## config.mk

```make
export PLATFORM = sky130hd
export DESIGN_NAME = ghost_sprite_renderer
export DESIGN_NICKNAME = d
export VERILOG_FILES = /design/src/rtl/ghost_pkg.sv /design/src/rtl/ghost_fright_fsm.sv /design/src/rtl/ghost_sprite_renderer.sv
export SDC_FILE = /design/constraint.sdc
export NUM_CORES = 1
export LEC_CHECK = 0
export CORE_ASPECT_RATIO = 1.5
export CORE_UTILIZATION = 40
export DETAILED_ROUTE_END_ITERATION = 10
export GPL_TIMING_DRIVEN = 1
export PLACE_DENSITY = 0.74
export SLEW_MARGIN = 0
export SYNTH_ARGS = -nofsm -noshare
export SYNTH_HDL_FRONTEND = slang
export SYNTH_SLANG_ARGS = --single-unit
```

## constraint.sdc

```tcl
create_clock -name Clk -period 1.7 [get_ports Clk]
set_input_delay 0.34 -clock Clk [delete_from_list [all_inputs] [get_ports Clk]]
set_output_delay 0.34 -clock Clk [all_outputs]
set_load 0.01 [all_outputs]
```

## src/rtl/ghost_pkg.sv

```systemverilog
// Shared types, colour constants and palette lookup for the ghost sprite renderer.
package ghost_pkg;

  typedef enum logic [1:0] {NORMAL, FRIGHT, FLASH} ghost_mode_t;

  localparam logic [23:0] FRIGHT_BLUE = 24'h2121DE;
  localparam logic [23:0] FLASH_WHITE = 24'hDEDEDE;
  localparam logic [23:0] FACE_PEACH  = 24'hFFB8AE;
  localparam logic [23:0] EYE_WHITE   = 24'hDEDEDE;
  localparam logic [23:0] PUPIL_BLUE  = 24'h2121DE;
  localparam logic [23:0] FACE_RED    = 24'hFF0000;

  localparam int unsigned SPRITE_W = 16;
  localparam int unsigned SPRITE_H = 16;

  // Indices 0 and 4..F yield black; opacity is decided separately by the caller.
  function automatic logic [23:0] palette_rgb(input ghost_mode_t mode, input logic flash_phase,
                                              input logic [3:0] idx, input logic [23:0] body);
    logic [23:0] rgb;
    rgb = 24'h000000;
    if (mode == NORMAL) begin
      case (idx)
        4'd1:    rgb = body;
        4'd2:    rgb = EYE_WHITE;
        4'd3:    rgb = PUPIL_BLUE;
        default: rgb = 24'h000000;
      endcase
    end else if (mode == FLASH && flash_phase) begin
      case (idx)
        4'd1:    rgb = FLASH_WHITE;
        4'd2:    rgb = FLASH_WHITE;
        4'd3:    rgb = FACE_RED;
        default: rgb = 24'h000000;
      endcase
    end else begin
      case (idx)
        4'd1:    rgb = FRIGHT_BLUE;
        4'd2:    rgb = FRIGHT_BLUE;
        4'd3:    rgb = FACE_PEACH;
        default: rgb = 24'h000000;
      endcase
    end
    return rgb;
  endfunction

endpackage

```

## src/rtl/ghost_fright_fsm.sv

```systemverilog
// Frightened/flash mode sequencer; counts frames down from FRIGHT_FRAMES and
// toggles the flash colour phase every FLASH_PERIOD frames in the final stretch.
module ghost_fright_fsm
  import ghost_pkg::*;
#(
  parameter int unsigned FRIGHT_FRAMES = 360,
  parameter int unsigned FLASH_FRAMES  = 120,
  parameter int unsigned FLASH_PERIOD  = 8
) (
  input  logic        Clk,
  input  logic        Reset,
  input  logic        frame_tick,
  input  logic        fright_start,
  output ghost_mode_t mode,
  output logic        flash_phase
);

  localparam int unsigned FcntW     = $clog2(FRIGHT_FRAMES + 1);
  localparam int unsigned FlashCntW = (FLASH_PERIOD > 1) ? $clog2(FLASH_PERIOD) : 1;

  localparam logic [FcntW-1:0]     FrightLoad = FcntW'(FRIGHT_FRAMES);
  localparam logic [FcntW-1:0]     FlashLimit = FcntW'(FLASH_FRAMES);
  localparam logic [FlashCntW-1:0] FlashLast  = FlashCntW'(FLASH_PERIOD - 1);

  logic [FcntW-1:0]     fcnt;
  logic [FcntW-1:0]     fcnt_dec;
  logic [FlashCntW-1:0] flash_cnt;

  assign fcnt_dec = fcnt - 1'b1;

  // Reload takes priority over a coincident frame tick.
  always_ff @(posedge Clk or posedge Reset) begin
    if (Reset) begin
      mode        <= NORMAL;
      fcnt        <= '0;
      flash_cnt   <= '0;
      flash_phase <= 1'b0;
    end else if (fright_start) begin
      mode        <= FRIGHT;
      fcnt        <= FrightLoad;
      flash_cnt   <= '0;
      flash_phase <= 1'b0;
    end else if (frame_tick) begin
      case (mode)
        FRIGHT: begin
          fcnt <= fcnt_dec;
          if (fcnt_dec <= FlashLimit) mode <= FLASH;
        end
        FLASH: begin
          fcnt <= fcnt_dec;
          if (fcnt_dec == '0) begin
            mode        <= NORMAL;
            flash_cnt   <= '0;
            flash_phase <= 1'b0;
          end else if (flash_cnt == FlashLast) begin
            flash_cnt   <= '0;
            flash_phase <= ~flash_phase;
          end else begin
            flash_cnt <= flash_cnt + 1'b1;
          end
        end
        default: ;
      endcase
    end
  end

endmodule

```

## src/rtl/ghost_sprite_renderer.sv

```systemverilog
// Two-stage ghost sprite pipeline: hit test / ROM address, then palette to RGB.
// Optional frightened mode is compiled in with GHOST_FRIGHT_EN.
module ghost_sprite_renderer
  import ghost_pkg::*;
#(
  parameter int unsigned FRIGHT_FRAMES = 360,
  parameter int unsigned FLASH_FRAMES  = 120,
  parameter int unsigned FLASH_PERIOD  = 8,
  parameter int unsigned ANIM_DIV      = 8,
  parameter logic [23:0] BODY_RGB      = 24'hFF0000
) (
  input  logic       Clk,
  input  logic       Reset,
  input  logic       frame_tick,
  input  logic [9:0] DrawX,
  input  logic [9:0] DrawY,
  input  logic [9:0] ghost_x,
  input  logic [9:0] ghost_y,
  input  logic       dir_left,
  input  logic       fright_start,
  output logic [7:0] rom_addr,
  input  logic [3:0] rom_q,
  output logic       pixel_on,
  output logic [7:0] red,
  output logic [7:0] green,
  output logic [7:0] blue,
  output logic       fright_active
);

  localparam int unsigned AnimW = (ANIM_DIV > 1) ? $clog2(ANIM_DIV) : 1;
  localparam logic [AnimW-1:0] AnimLast = AnimW'(ANIM_DIV - 1);

  ghost_mode_t mode;
  logic        flash_phase;

`ifdef GHOST_FRIGHT_EN
  ghost_fright_fsm #(
    .FRIGHT_FRAMES(FRIGHT_FRAMES),
    .FLASH_FRAMES (FLASH_FRAMES),
    .FLASH_PERIOD (FLASH_PERIOD)
  ) u_fright_fsm (
    .Clk         (Clk),
    .Reset       (Reset),
    .frame_tick  (frame_tick),
    .fright_start(fright_start),
    .mode        (mode),
    .flash_phase (flash_phase)
  );

  assign fright_active = (mode != NORMAL);
`else
  logic unused_fright_start;

  assign unused_fright_start = fright_start;
  assign mode                = NORMAL;
  assign flash_phase         = 1'b0;
  assign fright_active       = 1'b0;
`endif

  // Skirt animation
  logic [AnimW-1:0] anim_cnt;
  logic             anim_phase;

  always_ff @(posedge Clk or posedge Reset) begin
    if (Reset) begin
      anim_cnt   <= '0;
      anim_phase <= 1'b0;
    end else if (frame_tick) begin
      if (anim_cnt == AnimLast) begin
        anim_cnt   <= '0;
        anim_phase <= ~anim_phase;
      end else begin
        anim_cnt <= anim_cnt + 1'b1;
      end
    end
  end

  // Stage 1: 11-bit compare so a sprite at the right/bottom edge never wraps to 0.
  logic [10:0] dx_w, dy_w, gx_w, gy_w;
  logic        hit;
  logic [3:0]  rel_x, rel_y, col_base, col;

  assign dx_w = {1'b0, DrawX};
  assign dy_w = {1'b0, DrawY};
  assign gx_w = {1'b0, ghost_x};
  assign gy_w = {1'b0, ghost_y};

  assign hit = (dx_w >= gx_w) && (dx_w < gx_w + 11'(SPRITE_W)) &&
               (dy_w >= gy_w) && (dy_w < gy_w + 11'(SPRITE_H));

  // Low nibble of the difference only depends on the low nibbles.
  assign rel_x    = DrawX[3:0] - ghost_x[3:0];
  assign rel_y    = DrawY[3:0] - ghost_y[3:0];
  assign col_base = dir_left ? (4'hF - rel_x) : rel_x;
  assign col      = (anim_phase && (rel_y >= 4'd13)) ? (col_base ^ 4'hF) : col_base;

  logic hit_q;

  always_ff @(posedge Clk or posedge Reset) begin
    if (Reset) begin
      hit_q    <= 1'b0;
      rom_addr <= 8'h00;
    end else begin
      hit_q    <= hit;
      rom_addr <= hit ? {rel_y, col} : 8'h00;
    end
  end

  // Stage 2
  logic        opaque;
  logic [23:0] rgb;

  assign opaque = hit_q && (rom_q != 4'd0) && (rom_q <= 4'd3);
  assign rgb    = palette_rgb(mode, flash_phase, rom_q, BODY_RGB);

  always_ff @(posedge Clk or posedge Reset) begin
    if (Reset) begin
      pixel_on <= 1'b0;
      red      <= 8'h00;
      green    <= 8'h00;
      blue     <= 8'h00;
    end else begin
      pixel_on <= opaque;
      red      <= opaque ? rgb[23:16] : 8'h00;
      green    <= opaque ? rgb[15:8]  : 8'h00;
      blue     <= opaque ? rgb[7:0]   : 8'h00;
    end
  end

endmodule

```

==> results.txt, run 1 <==
Notes on the physical design

The flow ran to the end, but the final reports show violations. The final reports fail on negative setup slack. The largest fanout of any net on the critical path is 5. The deepest clock path buffer count is 2. The final clock period utilization by the worst path is 1.17.

Among the non-sequential cells, adder cells take the most area. The number of hold buffers added after CTS was 0. After synthesis, the chip area reported by Yosys is 1940 um2. The clock sink total is 19. The critical path endpoint has a required time of 1840 ps. The critical path buffer and inverter count is 1. Of the total synthesized cell area, the portion taken by full adders, half adders and majority gates is 0.253. The area growth from synthesis to final layout is 76.2%. After its last routability iteration, the placer logged a weighted congestion of 0.827. In this run, placement finished with an instance count of 372. The final tally of max-slew violations is 0. The global-route usage over all layers is 0.198. The power share of the clock group is 0.172. Entering global routing, the biggest net connects 20 pins.

The chip area is 5130 um2. Of the cells placed in the final design, the portion with a size suffix greater than 1 is 0.442. The floorplan die width is 58.8 um. The internal power consumption is 1180 uW. The data arrival at the endpoint of the critical path is 2120 ps. The number of H-tree levels is 1. In this run, the synthesized area fraction spent on xor and xnor cells is recorded as 0.0866. The total global routing overflow is 0. The end-of-flow timing check tallies setup violations at 9. In the setup report, the worst path falls into the class input port to register.

Per the synthesis report, the AND-OR/OR-AND share of the synthesized area is 0.101. The floorplan core density is 0.423. For this run, the register share of the synthesized area comes to 0.245. The max-cap check violation count is 0.

The CTS root buffer is sky130_fd_sc_hd__clkbuf_8. The largest delay contributor family on the critical path is simple AND/OR/NAND/NOR gates. The worst-case setup margin in the final layout is -283 ps. The switching portion of total power is 0.329. The multiplexer area fraction after synthesis is 0.0174. According to the finish report, the design has a final net count of 409. The remaining design rule violation count is 0. STA classifies the critical path endpoint as a register. In this design, the stage delay of the slowest critical-path cell is 450 ps. The synth_stat.txt file lists the number of cells as 214. Of the total power, combinational logic draws 0.516.

The finished layout holds 385 standard cells, fillers aside. The placed wire-length estimate after detailed placement is 3.68 mm. The synthesized area divided by synthesized cell count is 9.05 um2.

For this run, the detailed router reports a per-instance via density of 4.95. Derived from the worst setup path, the maximum achievable clock frequency is 0.504 GHz. The fraction of post-synthesis cell area in the top cell type by area is 0.245.

The number of routed nets with antenna violations is 0. The net switching power is 580 uW. Ranked by total cell area, the synthesized netlist is headed by sky130_fd_sc_hd__dfrtp_1 (25%), sky130_fd_sc_hd__ha_1 (23%), sky130_fd_sc_hd__buf_4 (7.8%). STA reports the tightest min-delay check as being of type input port to asynchronous set/reset pin. After detailed routing, no signal wire sits above met4.

After detailed routing, the average wire length per cell comes to 13.7 um. The final antenna diode tally reported by the flow is 0.
run 1: synth_stat cells (all sizes together) (4+ instances only):
master and n:
xnor2 16, inv 29, dfrtp 19, a21oi 12
and3 5, buf 20, nor2 15, nand2 5
ha 36, nor2b 4, o21ai 7, nand3 9
run 1: final cells by class:
type,count,area (um2)
tap,64,80.1
multi-input combinational,149,1650
sequential,19,475
clock buffer,4,45.0
timing repair buffer,120,1050
fill,335,1170
inverter,29,111
run 1: worst reg2reg max path, stage by stage, from the launching register on:
cell                       delay [ps]
sky130_fd_sc_hd__dfrtp_1          410
sky130_fd_sc_hd__and4bb_4         240
sky130_fd_sc_hd__xnor2_4          270
sky130_fd_sc_hd__xnor2_1          170
sky130_fd_sc_hd__nor2_1            80
run 1: through the flow:
stage                     setup WS, ps  hold slack (ps)  area [um2]
after floorplan                   -228              291        2000
after global placement            -928              488        2970
after detailed placement         -1010              510        2970
after CTS                         -189              413        3260
after global routing              -338              430        3410
final                             -283              408        3410
run 1: routing by layer:
| metal | track usage | vias up |
|---|---|---|
| met3 | 0.0178 | 15 |
| met1 | 0.214 | 880 |
| met2 | 0.389 | 80 |
| li1 | - | 929 |
| met4 | 0.0628 | 0 |
| met5 | 0 | - |
run 1: worst max-delay path by stage:
stage / start / endpoint / cells past startpoint
after floorplan: ghost_x[5] / rom_addr[7] / 10
after global placement: ghost_x[5] / rom_addr[7] / 11
after detailed placement: ghost_x[5] / rom_addr[7] / 11
after CTS: ghost_x[5] / rom_addr[7] / 12
after global routing: ghost_x[1] / rom_addr[2] / 10
final: DrawX[5] / rom_addr[2] / 8
run 1: sequential cells by signal, indices dropped and copies added (netlist names):
register    cells
anim_cnt        3
hit_q           1
green           2
rom_addr        8
blue            1
red             2
pixel_on        1
anim_phase      1
==> run_1/met2.png <==
(6 px per um) Cells faint in the background.
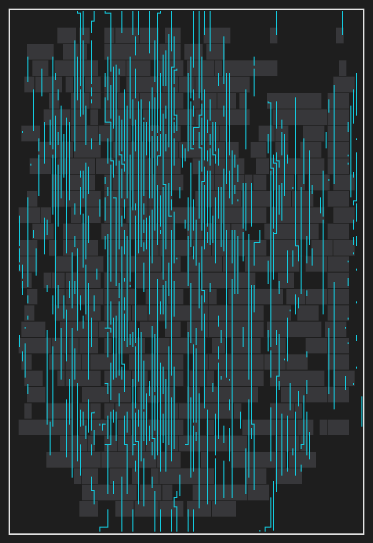
The longest straight run is 37.4 um. 364 nets have wire on it. The layer carries 3010 um of wire. The wires run mostly vertical.
final routed wirelength across all metal layers: 5.26 mm
vias: 1904
met2 track demand over resource in global routing: 0.389

==> run_1/port_nets.png <==
(4 px per um)
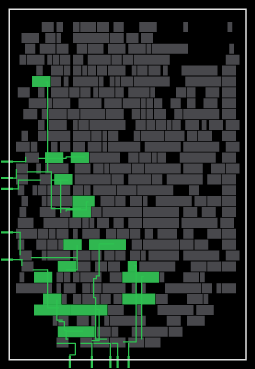
DrawY: in green, bits 10, direction input, edge 5 south, 5 west, end cells 17, buffers 12, wire 274 um.
top-level I/O count: 83
count of buffers inserted at the top-level ports: 78

==> run_1/final_clocks.png <==
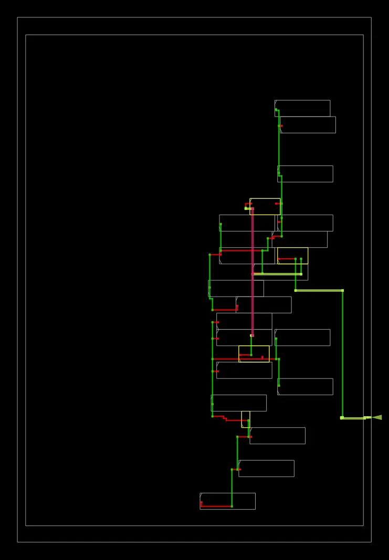
total CTS buffers: 3
clock latency on the worst-skew pair: 250 ps

==> run_1/cell_classes.png <==
(4 px per um) Fill, decap, tap and diode cells in grey.
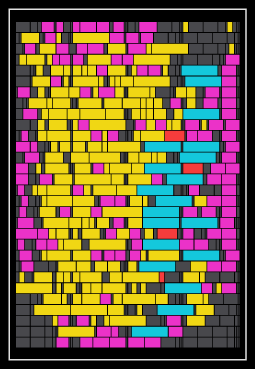
other buffers and delay cells: in magenta, cells 120, share of their area 31%. all other logic: in yellow, cells 178, share of their area 53%. flops: in cyan, cells 19, share of their area 14%. clock drivers and dummy loads: in red, cells 4, share of their area 1.4%.
Std-Cell Core Area: 4580 um2
final standard cell utilization of the core: 0.745
Final Instance Area: 3410 um2
sequential cell area share: 0.139
floorplan row count: 30

==> inputs of run 2 (changes only) <==
Settings changed: ABC_CLOCK_PERIOD_IN_PS set to 1700.
==> run_2/port_nets.png <==
(4 px per um)
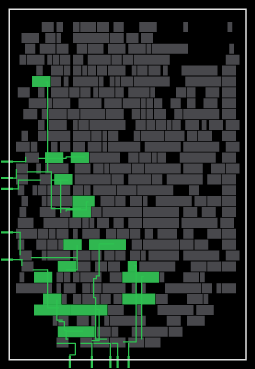
DrawY: in green, bits 10, direction input, edge 5 south, 5 west, end cells 17, buffers 12, wire 274 um.

==> run_2/cell_classes.png <==
(4 px per um) Fill, decap, tap and diode cells in grey.
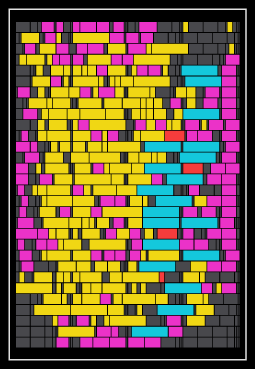
other buffers and delay cells: in magenta, cells 120, share of their area 31%. clock drivers and dummy loads: in red, cells 4, share of their area 1.4%. flops: in cyan, cells 19, share of their area 14%. all other logic: in yellow, cells 178, share of their area 53%.

==> run 2 against run 1 <==
Against the previous run: the run still ends with negative setup slack left; area after synthesis unchanged; setup slack unchanged; die area is the same; first-iteration DRC count unchanged; critical path depth unchanged; total power stayed put; clock-buffer cell count unchanged; sequential share of layout area stayed put; final area is the same; global-route usage unchanged; largest power group unchanged.
==> results.txt, run 2 <==
Notes on the physical design

The run finished, with violations left. The final reports fail on negative setup slack. The cell count in the Yosys report came to 214 (unchanged). The insertion delay of the later-clocked pin in the worst-skew pair was 250 ps (about the same).

The dominant kind of combinational cell is adder cells. The number of routed nets with antenna violations is 0 (unchanged). The pin count of the biggest net entering global routing is 20 (unchanged). The number of nets in the finished design is 409 (unchanged). The synthesis report lists the most area-consuming cells as sky130_fd_sc_hd__dfrtp_1 (25%), sky130_fd_sc_hd__ha_1 (23%), sky130_fd_sc_hd__buf_4 (7.8%). The average vias per placed instance came to 4.95 (unchanged).

The aggregate routed wire length is 5.26 mm (unchanged). The fraction of the mapped netlist area in compound gates is 0.101 (unchanged). The flip-flop count of the largest register after layout is 8 (unchanged). The top-level port count is 83 (unchanged).

The largest register by flop count is rom_addr. The proportion of power drawn by combinational gates is 0.516 (about the same). The net switching power is 580 uW (unchanged). The internal power consumption came to 1180 uW (unchanged). The final tally of max-slew violations is 0 (unchanged). The total of hold buffers inserted after clock tree synthesis is 0 (unchanged).

Looking at the setup timing report, the critical path kind is input port to register. The post-detailed-route wirelength per cell is 13.7 um (unchanged). The maximum frequency from static timing analysis was 0.504 GHz (unchanged).

The count of vias placed by the detailed router is 1904 (unchanged). The met3 track demand over resource in global routing is 0.0178 (unchanged). The count of antenna diodes in the layout is 0 (unchanged). The number of setup violations in the final report was 9 (unchanged).

The met2 track demand over resource came to 0.389 (unchanged). The stage delay of the slowest cell on the critical path was 450 ps (about the same). STA reports the tightest min-delay check as being of type input port to asynchronous set/reset pin. The highest layer touched by signal routing is met4. The global-route usage over all layers is 0.198 (unchanged). The cell family contributing the most delay on the critical path is simple AND/OR/NAND/NOR gates. The largest fanout of any net on the critical path came to 5 (unchanged). The data arrival at the endpoint of the critical path is 2120 ps (about the same).

The synthesized area divided by synthesized cell count came to 9.05 um2 (unchanged). The number of buffers added by the clock tree synthesis step is 3 (unchanged). The critical path buffer and inverter count is 1 (unchanged). The deepest clock path buffer count was 2 (unchanged). The area share of xor/xnor cells in the synthesized design is 0.0866 (unchanged). The floorplan core density came to 0.423 (unchanged). The floorplan die width is 58.8 um (unchanged). The number of H-tree levels is 1 (unchanged). The clock sink total came to 19 (unchanged).

The worst-case setup margin in the final layout came to -283 ps (unchanged). The CTS root buffer is sky130_fd_sc_hd__clkbuf_8. The final clock period utilization by the worst path came to 1.17 (unchanged).
-- run 2: cell counts after synthesis --
No cell type changed its count.
-- run 2: layout make-up --
cell class	instances	area, um2	area share
tap	64	80.1	0.0235
sequential	19	475	0.139
timing repair buffer	120	1050	0.308
multi-input combinational	149	1650	0.484
inverter	29	111	0.0326
clock buffer	4	45.0	0.0132
-- run 2: path summary, 6_finish.rpt --
check | startpoint | endpoint | slack, ps
hold / removal | Reset | anim_cnt[2] | 410
min in group Clk | ghost_y[0] | rom_addr[4] | 520
setup reg to reg | anim_phase | rom_addr[2] | 420
hold reg to reg | anim_cnt[1] | anim_cnt[1] | 520
max in group asynchronous | Reset | red[6] | 1100
setup / recovery | DrawX[5] | rom_addr[2] | -280
-- run 2: repair_timing --
action | CTS | global route
endpoints found under the hold margin | 0 | 0
pin swaps | 55 | 18
gates cloned | 1 | 0
setup endpoints to repair | 9 | 9
buffers inserted | 6 | 2
gates resized | 131 | 39
-- run 2: logic make-up after synthesis --
group                    Yosys count
AND-OR/OR-AND                     32
XOR/XNOR                          17
adder cells (fa/ha/maj)           38
buffers and inverters             49
flip-flops                        19
multiplexers                       3
other                              1
AND/OR/NAND/NOR                   55
-- run 2: worst min-delay path: cells and delay by family --
family,cells,cell delay [ps]
buf+inv,3,690
-- run 2: per-stage QoR --
| step | worst slack (ps) | area (um2) | setup TNS, ps | util | std cells |
|---|---|---|---|---|---|
| 2_1_floorplan | -228 | 2000 | -1930 | - | 216 |
| 3_3_place_gp | -928 | 2970 | -7880 | 0.648 | 372 |
| 3_5_place_dp | -1010 | 2970 | -8520 | 0.648 | 372 |
| 4_1_cts | -189 | 3260 | -1160 | 0.713 | 383 |
| 5_1_grt | -338 | 3410 | -2850 | 0.745 | 385 |
| 6_report | -283 | 3410 | -2320 | 0.745 | 385 |
==> inputs of run 3 (changes only) <==
--- a/config.mk
+++ b/config.mk
@@ -9,2 +9,3 @@
 export CORE_ASPECT_RATIO = 1.5
+export CORE_MARGIN = 2
 export CORE_UTILIZATION = 40
--- a/constraint.sdc
+++ b/constraint.sdc
@@ -3,2 +3,2 @@
 set_output_delay 0.34 -clock Clk [all_outputs]
-set_load 0.01 [all_outputs]
+set_load 0.1 [all_outputs]
==> run_3/port_nets.png <==
(4 px per um)
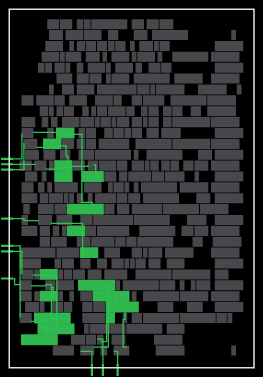
DrawY: in green, bits 10, direction input, edge 7 west, 3 south, end cells 17, buffers 12, wire 252 um.

==> run_3/final_clocks.png <==
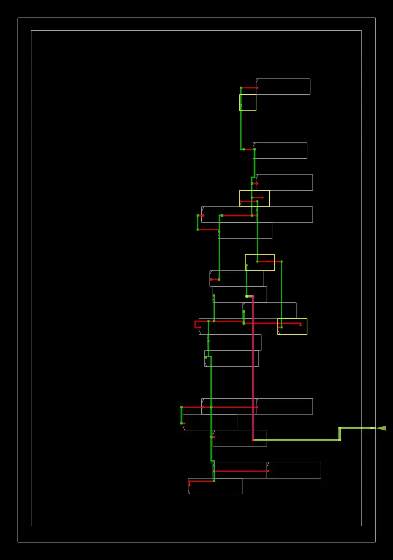
final-layout clock buffer total: 3
post-route clock skew: 4.20 ps

==> run 3 against run 2 <==
Against the previous run: the flow still finishes with violations (negative setup slack); sequential power grew 0.7%; non-clock buffer count shrank 4; synthesized cell count is the same; maximum frequency grew 0.26%; combinational power grew 9.2%; wire length grew 4.1%; sequential share of layout area shrank 0.76 points; area after synthesis is the same; total power grew 5.5%; largest cell class unchanged.
==> results.txt, run 3 <==
Notes on the physical design

The flow ran to the end, but the final reports show violations. The checks that failed: negative setup slack. The source of the worst register-to-register timing path is anim_cnt[0]. The met2 track demand over resource is 0.400 (+0.0103). The pin count of the biggest net entering global routing came to 20 (unchanged). The proportion of power drawn by combinational gates is 0.534 (+0.018). The kind of critical path is input port to register. The final tally of max-slew violations is 0 (unchanged). The number of H-tree levels came to 1 (unchanged). The maximum frequency from static timing analysis is 0.506 GHz (+0.26%). The CTS root buffer is sky130_fd_sc_hd__clkbuf_8. The path category of the worst min-delay check is input port to asynchronous set/reset pin.

The count of antenna diodes in the layout was 0 (unchanged). The data arrival at the endpoint of the critical path is 2160 ps (+40 ps). The largest fanout of any net on the critical path is 5 (unchanged). The number of routed nets with antenna violations is 0 (unchanged). The net switching power was 674 uW (+16%). The synthesized area divided by synthesized cell count is 9.05 um2 (unchanged). The average vias per placed instance came to 4.91 (-0.80%). The internal power consumption came to 1190 uW (+0.36%). The setup slack on the worst flop-to-flop path is 450 ps (+30 ps).

The number of nets in the finished design was 405 (-0.98%). Per STA, the startpoint of the critical path is DrawX[5]. The critical path capture point is rom_addr[0].

The flip-flop count of the largest register after layout is 8 (unchanged). The total of hold buffers inserted after clock tree synthesis is 0 (unchanged). The main area contributors are sky130_fd_sc_hd__dfrtp_1 (25%), sky130_fd_sc_hd__ha_1 (23%), sky130_fd_sc_hd__buf_4 (7.8%). The critical path buffer and inverter count is 2 (+1). The worst-case setup margin in the final layout is -278 ps (+5.09 ps). The number of buffers added by the clock tree synthesis step is 3 (unchanged). The aggregate routed wire length is 5.48 mm (+4.1%).

The number of setup violations in the final report came to 9 (unchanged). The count of vias placed by the detailed router is 1879 (-1.3%). The stage delay of the slowest cell on the critical path came to 460 ps (about the same). The floorplan core density came to 0.409 (-0.0136).

The clock sink total is 19 (unchanged). The cell count in the Yosys report is 214 (unchanged).
==> run 3: repair_timing <==
| item | in CTS | in global routing |
|---|---|---|
| pin swaps | 50 | 14 |
| cloned | 1 | 0 |
| buffers inserted | 5 | 1 |
| resized | 121 | 19 |
| endpoints found under the setup margin | 9 | 9 |
==> run 3: worst min-delay path by stage <==
stage / startpoint / end / slack, ps / cells after the start
2_1_floorplan: Reset / anim_cnt[0] / 290 / 1
3_3_place_gp: anim_phase / anim_phase / 480 / 1
3_5_place_dp: anim_phase / anim_phase / 470 / 1
4_1_cts: Reset / anim_cnt[0] / 410 / 3
5_1_grt: Reset / anim_cnt[0] / 440 / 3
6_report: Reset / anim_cnt[0] / 400 / 3
==> run 3: metrics by stage <==
stage / worst slack [ps] / utilization / cell area [um2] / cells / hold slack [ps]
finish: -278 / 0.769 / 3640 / 383 / 404
global route: -292 / 0.769 / 3640 / 383 / 442
CTS: -129 / 0.756 / 3580 / 382 / 412
detailed placement: -942 / 0.691 / 3270 / 372 / 471
global placement: -927 / 0.691 / 3270 / 372 / 478
floorplan: -228 / - / 2000 / 216 / 291
==> run 3: kinds of logic after synthesis <==
kind of cell / count (synthesis) / share of synthesized area
mux: 3 / 0.0174
compound gates: 32 / 0.101
flops: 19 / 0.245
simple gates: 55 / 0.161
other cells: 1 / 0.00194
buf+inv: 49 / 0.134
fa+ha+maj: 38 / 0.253
xor+xnor: 17 / 0.0866
==> run 3: area by class of cell <==
cell class | count | share of cell area
Clock buffer | 3 | 0.0113
Tap cell | 66 | 0.0227
Inverter | 29 | 0.0306
Clock inverter | 1 | 0.00206
Timing Repair Buffer | 116 | 0.369
Sequential cell | 19 | 0.132
Multi-Input combinational cell | 149 | 0.432
Power figures rest on the tool's default switching activity, not on a simulated workload.
